Design memory_reader, sky130hd; sources not shown.
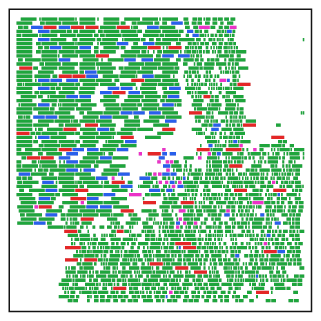
*Sizing map, run 1*
Scale: 1.5 px per µm.
[red] x6 and larger | cells: 52 | most used: clkbuf_16
[blue] x2 | cells: 96 | most used: mux4_2
[green] x1 and smaller | cells: 1,854 | most used: edfxtp_1
[magenta] x3 and x4 | cells: 33 | most used: buf_4
Syn-to-layout area delta: 19.55%
Final WS setup: 2631 ps

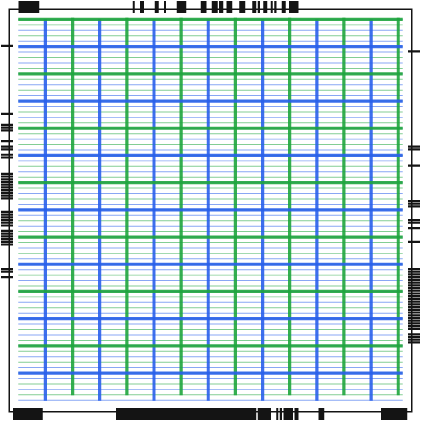
*Supply network, run 1*
Scale: 2 px per µm. Pins as bars on the die edge.
[blue] VSS
[green] VDD
rows: 70
met4 straps: 14
VDD IR max: 0.2698 mV
chip height: 200.6 µm
core area: 36,610 µm²
width of the die: 200.6 µm

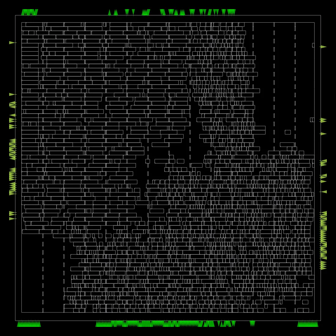
*Cell placement, run 1*
Seq Cell Count: 438
Core Rows: 70
final-layout fill cell count: 2,539

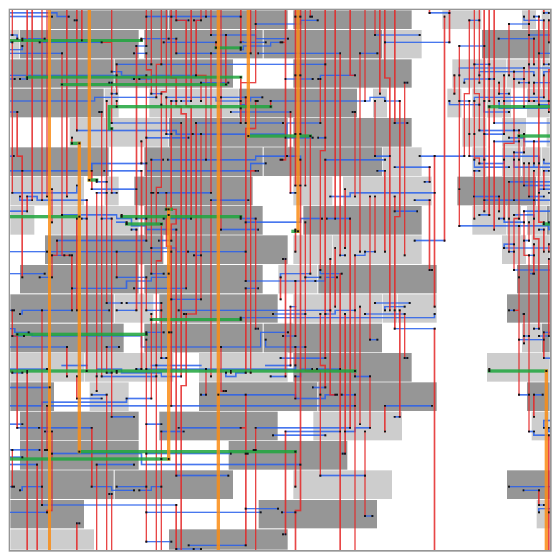
*Layout detail, run 1*
Region (75, 115) to (125, 165) µm. Cells in gray, sequential cells in the stronger gray; small squares are vias.
[red] M2
[green] M3
[orange] M4
[blue] M1
sequential cells in the window: 45
cells with their middle in the window: 95
most frequent: edfxtp_1 (41), mux4_2 (10), nor2_1 (7)

==> metrics.cfg, run 1 <==
[status]
status = finished clean

[final_timing]
tightest_slew_ps = 1015
clock.fmax_mhz = 193.5
fin_crit_ps = 5169
timing.final.crit_share_pct = 66.27
report.final.slew_viol_count = 0
hold_ws_ps = 303.0
finalSetupTns_ps = 0
setup_viol = 0
hold_viol_final = 0
rsz0062_at_grt = false
slew-limit-headroom_pct = 32.35

[synth]
xor_share_pct = 5.736
ys_types = 67
ys.flops = 438
synth_area_um2 = 20760
ys_seq_share_pct = 54.57
top_area_share_pct = 37.02
area_leaders = edfxtp_1 (37%), dfxtp_1 (18%), mux4_2 (6.9%), xnor2_1 (3.9%), nor2_1 (3.5%)
top_logic_kind = simple AND/OR/NAND/NOR gates
top_cells_by_count = edfxtp_1 (256), nor2_1 (193), dfxtp_1 (182)
synth_area_leader_cell = edfxtp_1
syn_area_per_cell_um2 = 11.43
synth-simple-area-share_pct = 16.23
ys_async_sr_fraction_pct = 0
yosys.area_share.adder_pct = 2.772
yosys-stat-area_um2 = 20760
synth_warnings = 0
ff_type = edfxtp_1
aoi_share_pct = 7.110
yosysMostFrequentCell = edfxtp_1
syn_inst = 1817
yosysCellCount = 1817
ys_sh_mux_pct = 10.36
edf_count = 256

[clocking]
cts_hold_buf = 0
clk_path_buf_depth = 3
clkTransAtPathRegs_ps = 60
htreeDepth = 2
cts_tree = built
cts.sinks = 438
cts_resized = 0
clock_latency_ps = 610
root_buffer = clkbuf_16
numCtsBuffers = 46
post-cts-setup-buffer-count = 0

[finish]
logic_area_um2 = 8851
postLayoutCellArea_um2 = 24820
nNetsFinal = 2185
largest_reg_flops = 256
regArea_um2 = 11340
fin_util_pct = 67.81
drive_above_1_share_pct = 8.894

[place]
place_hpwl_um = 33220
placement.setup.worst_slack_ps = 2717
placed_cell_area_um2 = 23400
place.port_buffers = 226

[routing]
postRouteWirelength_um = 53250
initialDrtViolationCount = 1485
ant_nets = 0
via_per_inst = 6.098
dr.pass1.iters = 7
vias = 15280
wire_per_inst_um = 21.25
drc_errors = 0

[job]
drv_cap = 0
warnings = 47

[pwr]
leakagePower_nw = 8.402
power_per_cell_area_nw_per_um2 = 257.2

[global_routing]
grt_pass1_wl_um = 84380
grt_start_max_net_pins = 93
grt_pass1_vias = 15310
grt_use_total_pct = 25.91
grt_overflow = 0
antenna_found_initial = 3

[critical_path]
cp.arrival_ps = 4240
worstSetupEndpointType = primary output
rr_worst_depth = 11
criticalPathCategory = in2out
r2r_slack_ps = 3940
cp-start-kind = input pin
cp_max_fo = 7
required_ps = 6870

[floorplanning]
die_area_um2 = 40220
pin_count = 248
fp_util_pct = 56.72

[hold_path]
min_path_cells = 2
hold_class = reg2reg

==> run 1: metrics by stage <==
step                power [W]  std cells
floorplan            0.003800       1820
global placement     0.004295       2426
detailed placement   0.004353       2426
CTS                  0.006423       2503
global route         0.006633       2506
finish               0.006386       2506
==> run 1: routing by layer <==
layer,vias to the layer above,global-route usage [%],share of wire [%]
li1,6993,-,-
met3,139,4.830,7.0
met5,-,0,0
met1,7485,31.46,37
met2,664,46.29,52
met4,0,9.562,3.6
==> run 1: cell type report <==
type	count	area share, %
repair buffers	247	9.718
clock inverters	12	0.6552
multi-input cells	1215	35.66
clock buffers	65	5.035
inverters	58	0.8770
well taps	468	2.359
diodes	3	0.03024
flip-flops and latches	438	45.67
==> run 1: cell usage in the layout (no fill, tap or decap), types with 64 or more instances in the layout <==
master / Yosys / layout
edfxtp_1: 256 / 256
clkdlybuf4s50_1: 0 / 224
nor2_1: 193 / 193
dfxtp_1: 182 / 179
nand2_1: 136 / 136
xnor2_1: 93 / 93
a21oi_1: 75 / 75
and2_1: 73 / 73
mux2i_1: 71 / 71
mux4_2: 64 / 64
==> run 1: critical path, cell delays in order <==
cell and delay, ps:
clkdlybuf4s50_1 560, nor4_4 500, nand3_1 230, a2111oi_0 460, o41ai_1 170, or4_1 450, nor3_1 240, clkdlybuf4s50_1 860
==> run 1: where the power goes <==
group	internal (W)	switching (W)	leakage (nW)
clock network	0.00116	0.000904	0.674
registers	0.00257	0.0000682	3.78
logic	0.000573	0.00111	3.95
total	0.00430	0.00208	8.40
==> run 2: changes to the inputs <==
- CORE_UTILIZATION: 56 -> 51
- PLACE_DENSITY: 0.91 -> 0.88
- clock period: 7.8 -> 4.63 ns (I/O delays scaled with it)
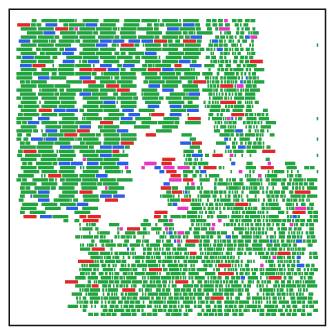
*Sizing map, run 2*
Scale: 1.5 px per µm.
[green] x1 and smaller | cells: 1,844 | most used: edfxtp_1
[red] x6 and larger | cells: 68 | most used: clkbuf_16
[magenta] x3 and x4 | cells: 32 | most used: buf_4
[blue] x2 | cells: 95 | most used: mux4_2
bufs w/o clock: 253
Final WS setup: 628.7 ps
Syn-to-layout area delta: 21.23%

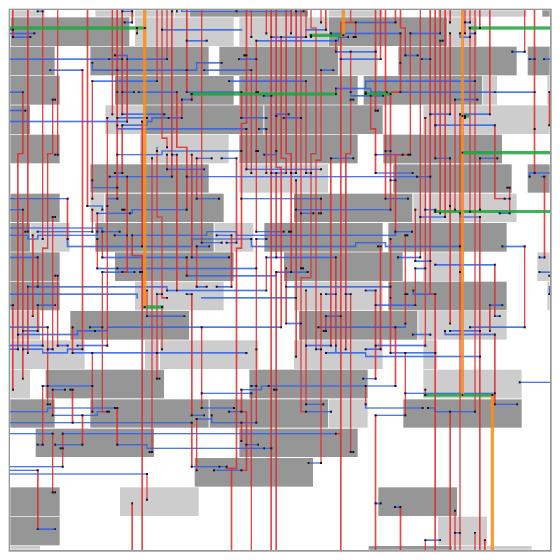
*Layout detail, run 2*
Region (80, 122) to (130, 172) µm. Cells in gray, sequential cells in the stronger gray; small squares are vias.
[blue] M1
[orange] M4
[red] M2
[green] M3
sequential cells in the window: 33
most frequent: edfxtp_1 (32), mux4_2 (9), mux2i_1 (5)
cells with their middle in the window: 63

==> run 2 against run 1 <==
Net effect: wire length down 0.55%; utilization shrank 4.9 points; power grew 71%; count of clock-buffer cells in the layout down 1; sequential power grew 68%; critical path type is now reg2out.
==> metrics.cfg, run 2 <==
[synth]
syn_inst = 1817  ; unchanged
ys.flops = 438  ; unchanged
ff_type = edfxtp_1  ; unchanged
ys_types = 67  ; unchanged
ys_async_sr_fraction_pct = 0  ; unchanged
synth_area_um2 = 20760  ; unchanged
area_leaders = edfxtp_1 (37%), dfxtp_1 (18%), mux4_2 (6.9%), xnor2_1 (3.9%), nor2_1 (3.5%)  ; unchanged
ys_seq_share_pct = 54.57  ; unchanged
yosys-stat-area_um2 = 20760  ; unchanged
yosysCellCount = 1817  ; unchanged
yosysMostFrequentCell = edfxtp_1  ; unchanged

[pwr]
combPwrFrac_pct = 26.1  ; was 26.4%
seqPwrFrac_pct = 40.6  ; was 41.3%
leakagePower_nw = 8.523  ; was 8.402 nW
power_per_cell_area_nw_per_um2 = 434.5  ; was 257.2 nW/µm²
max-vdd-ir-drop_mv = 0.4131  ; was 0.2698 mV
p_clk_share_pct = 33.2  ; was 32.3%
sw_frac_of_total_pct = 32.34  ; was 32.64%

[routing]
ant_nets = 0  ; unchanged
wl_met2_um = 27250  ; was 27,710 µm
initialDrtViolationCount = 1404  ; was 1,485
dr.pass1.iters = 7  ; unchanged
postRouteWirelength_um = 52950  ; was 53,250 µm
highest_layer = met4  ; unchanged
drc_errors = 0  ; unchanged
via_per_inst = 5.937  ; was 6.098

[global_routing]
grt_start_max_net_pins = 87  ; was 93
grt_overflow = 0  ; unchanged
grt_pass1_vias = 15580  ; was 15,310
grt_pass1_wl_um = 83430  ; was 84,380 µm

[finish]
regArea_um2 = 11340  ; unchanged
mostFrequentLayoutCells = edfxtp_1 (256), clkdlybuf4s50_1 (222), nor2_1 (193), dfxtp_1 (179), nand2_1 (136)  ; was edfxtp_1 (256), clkdlybuf4s50_1 (224), nor2_1 (193), dfxtp_1 (179), nand2_1 (136)
largest_reg_flops = 256  ; unchanged
layout_top_cell = edfxtp_1  ; unchanged
fin_cells = 2569  ; was 2,506
postLayoutCellArea_um2 = 25170  ; was 24,820 µm²
fin_util_pct = 62.92  ; was 67.81%

[floorplanning]
fp-row-count = 73  ; was 70
die_area_um2 = 44010  ; was 40,220 µm²

[clocking]
clkTransAtPathRegs_ps = 50  ; was 60 ps
cts_hold_buf = 0  ; unchanged
cts_resized = 0  ; unchanged
numCtsBuffers = 47  ; was 46
root_buffer = clkbuf_16  ; unchanged
clk_path_buf_depth = 3  ; unchanged
clock_latency_ps = 590  ; was 610 ps

[place]
placement.setup.worst_slack_ps = 372.0  ; was 2717 ps
dp_cells = 2489  ; was 2,426
place.port_buffers = 226  ; unchanged

[final_timing]
tightest_slew_ps = 1020  ; was 1015 ps
timing.final.crit_share_pct = 86.42
report.final.slew_viol_count = 0  ; unchanged
clock.fmax_mhz = 249.9
hold_viol_final = 0  ; unchanged
finalSetupTns_ps = 0  ; unchanged
fin_crit_ps = 4001

[job]
warnings = 48  ; was 47

[critical_path]
rr_worst_depth = 10  ; was 11
cp.arrival_ps = 3390  ; was 4240 ps
required_ps = 4020  ; was 6870 ps
worstSetupEndpointType = primary output  ; unchanged
path_cells = xor2_1, nor4_2, buf_12, nor2_1, clkdlybuf4s50_1  ; was clkdlybuf4s50_1, nor4_4, nand3_1, a2111oi_0, o41ai_1, or4_1, nor3_1, clkdlybuf4s50_1
r2r_slack_ps = 1180  ; was 3940 ps
cp_slowest_stage_delay_ps = 750  ; was 860 ps

[hold_path]
hold_class = in2reg  ; was reg2reg
min_path_cells = 2  ; unchanged

[status]
status = finished clean  ; unchanged

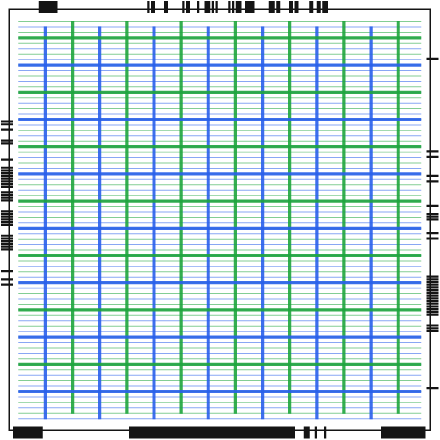
*Supply network, run 2*
Scale: 2 px per µm. Pins as bars on the die edge.
core area: 40,010 µm²
chip height: 209.8 µm

[run 2: cell count changes in the layout (fill, tap and decap cells not counted), moves of 3 or more]
| cell | change |
|---|---|
| buf_12 | +10 |
| clkbuf_1 | -5 |
| clkbuf_8 | +4 |
| clkinv_1 | -3 |
[run 2: area by class of cell]
cell class	count	share of cell area [%]
Clock buffer	64	5.169
Multi-Input combinational cell	1215	35.30
Tap cell	525	2.609
Timing Repair Buffer	253	10.24
Inverter	58	0.8649
Sequential cell	438	45.04
Clock inverter	11	0.7307
Antenna cell	5	0.04970
[run 2: metal layers]
metal,GRT usage (%),vias to the layer above
met5,0,-
met4,11.39,0
met3,3.692,168
met2,40.84,613
met1,28.52,7453
li1,-,7018
[run 2: power by group through the flow]
stage / Clock (W) / Combinational (W) / Sequential [W]
2_1_floorplan: 0 / 0.00192 / 0.00448
3_3_place_gp: 0 / 0.00278 / 0.00451
3_5_place_dp: 0 / 0.00285 / 0.00452
4_1_cts: 0.00370 / 0.00287 / 0.00444
5_1_grt: 0.00386 / 0.00305 / 0.00447
6_report: 0.00364 / 0.00286 / 0.00444
[run 2: logic make-up (layout without fill, tap and decap cells)]
kind of cell | after synthesis | after routing | synth area share (%)
other | 2 | 10 | 0.03617
and+or+nand+nor | 667 | 667 | 16.23
muxes | 135 | 135 | 10.36
AOI/OAI and AO/OA | 226 | 226 | 7.110
xor gates and xnor gates | 136 | 136 | 5.736
DFF | 438 | 438 | 54.57
adders and majority gates | 46 | 46 | 2.772
buffers and inverters | 167 | 386 | 3.187
[run 2: critical path, delay by kind of cell (launching register included)]
family	cells	cell delay, ps
buf+inv	2	1070
simple gates	2	890
flops	1	630
xor+xnor	1	190
No activity file was given, so power comes from the tool's default toggle rates.
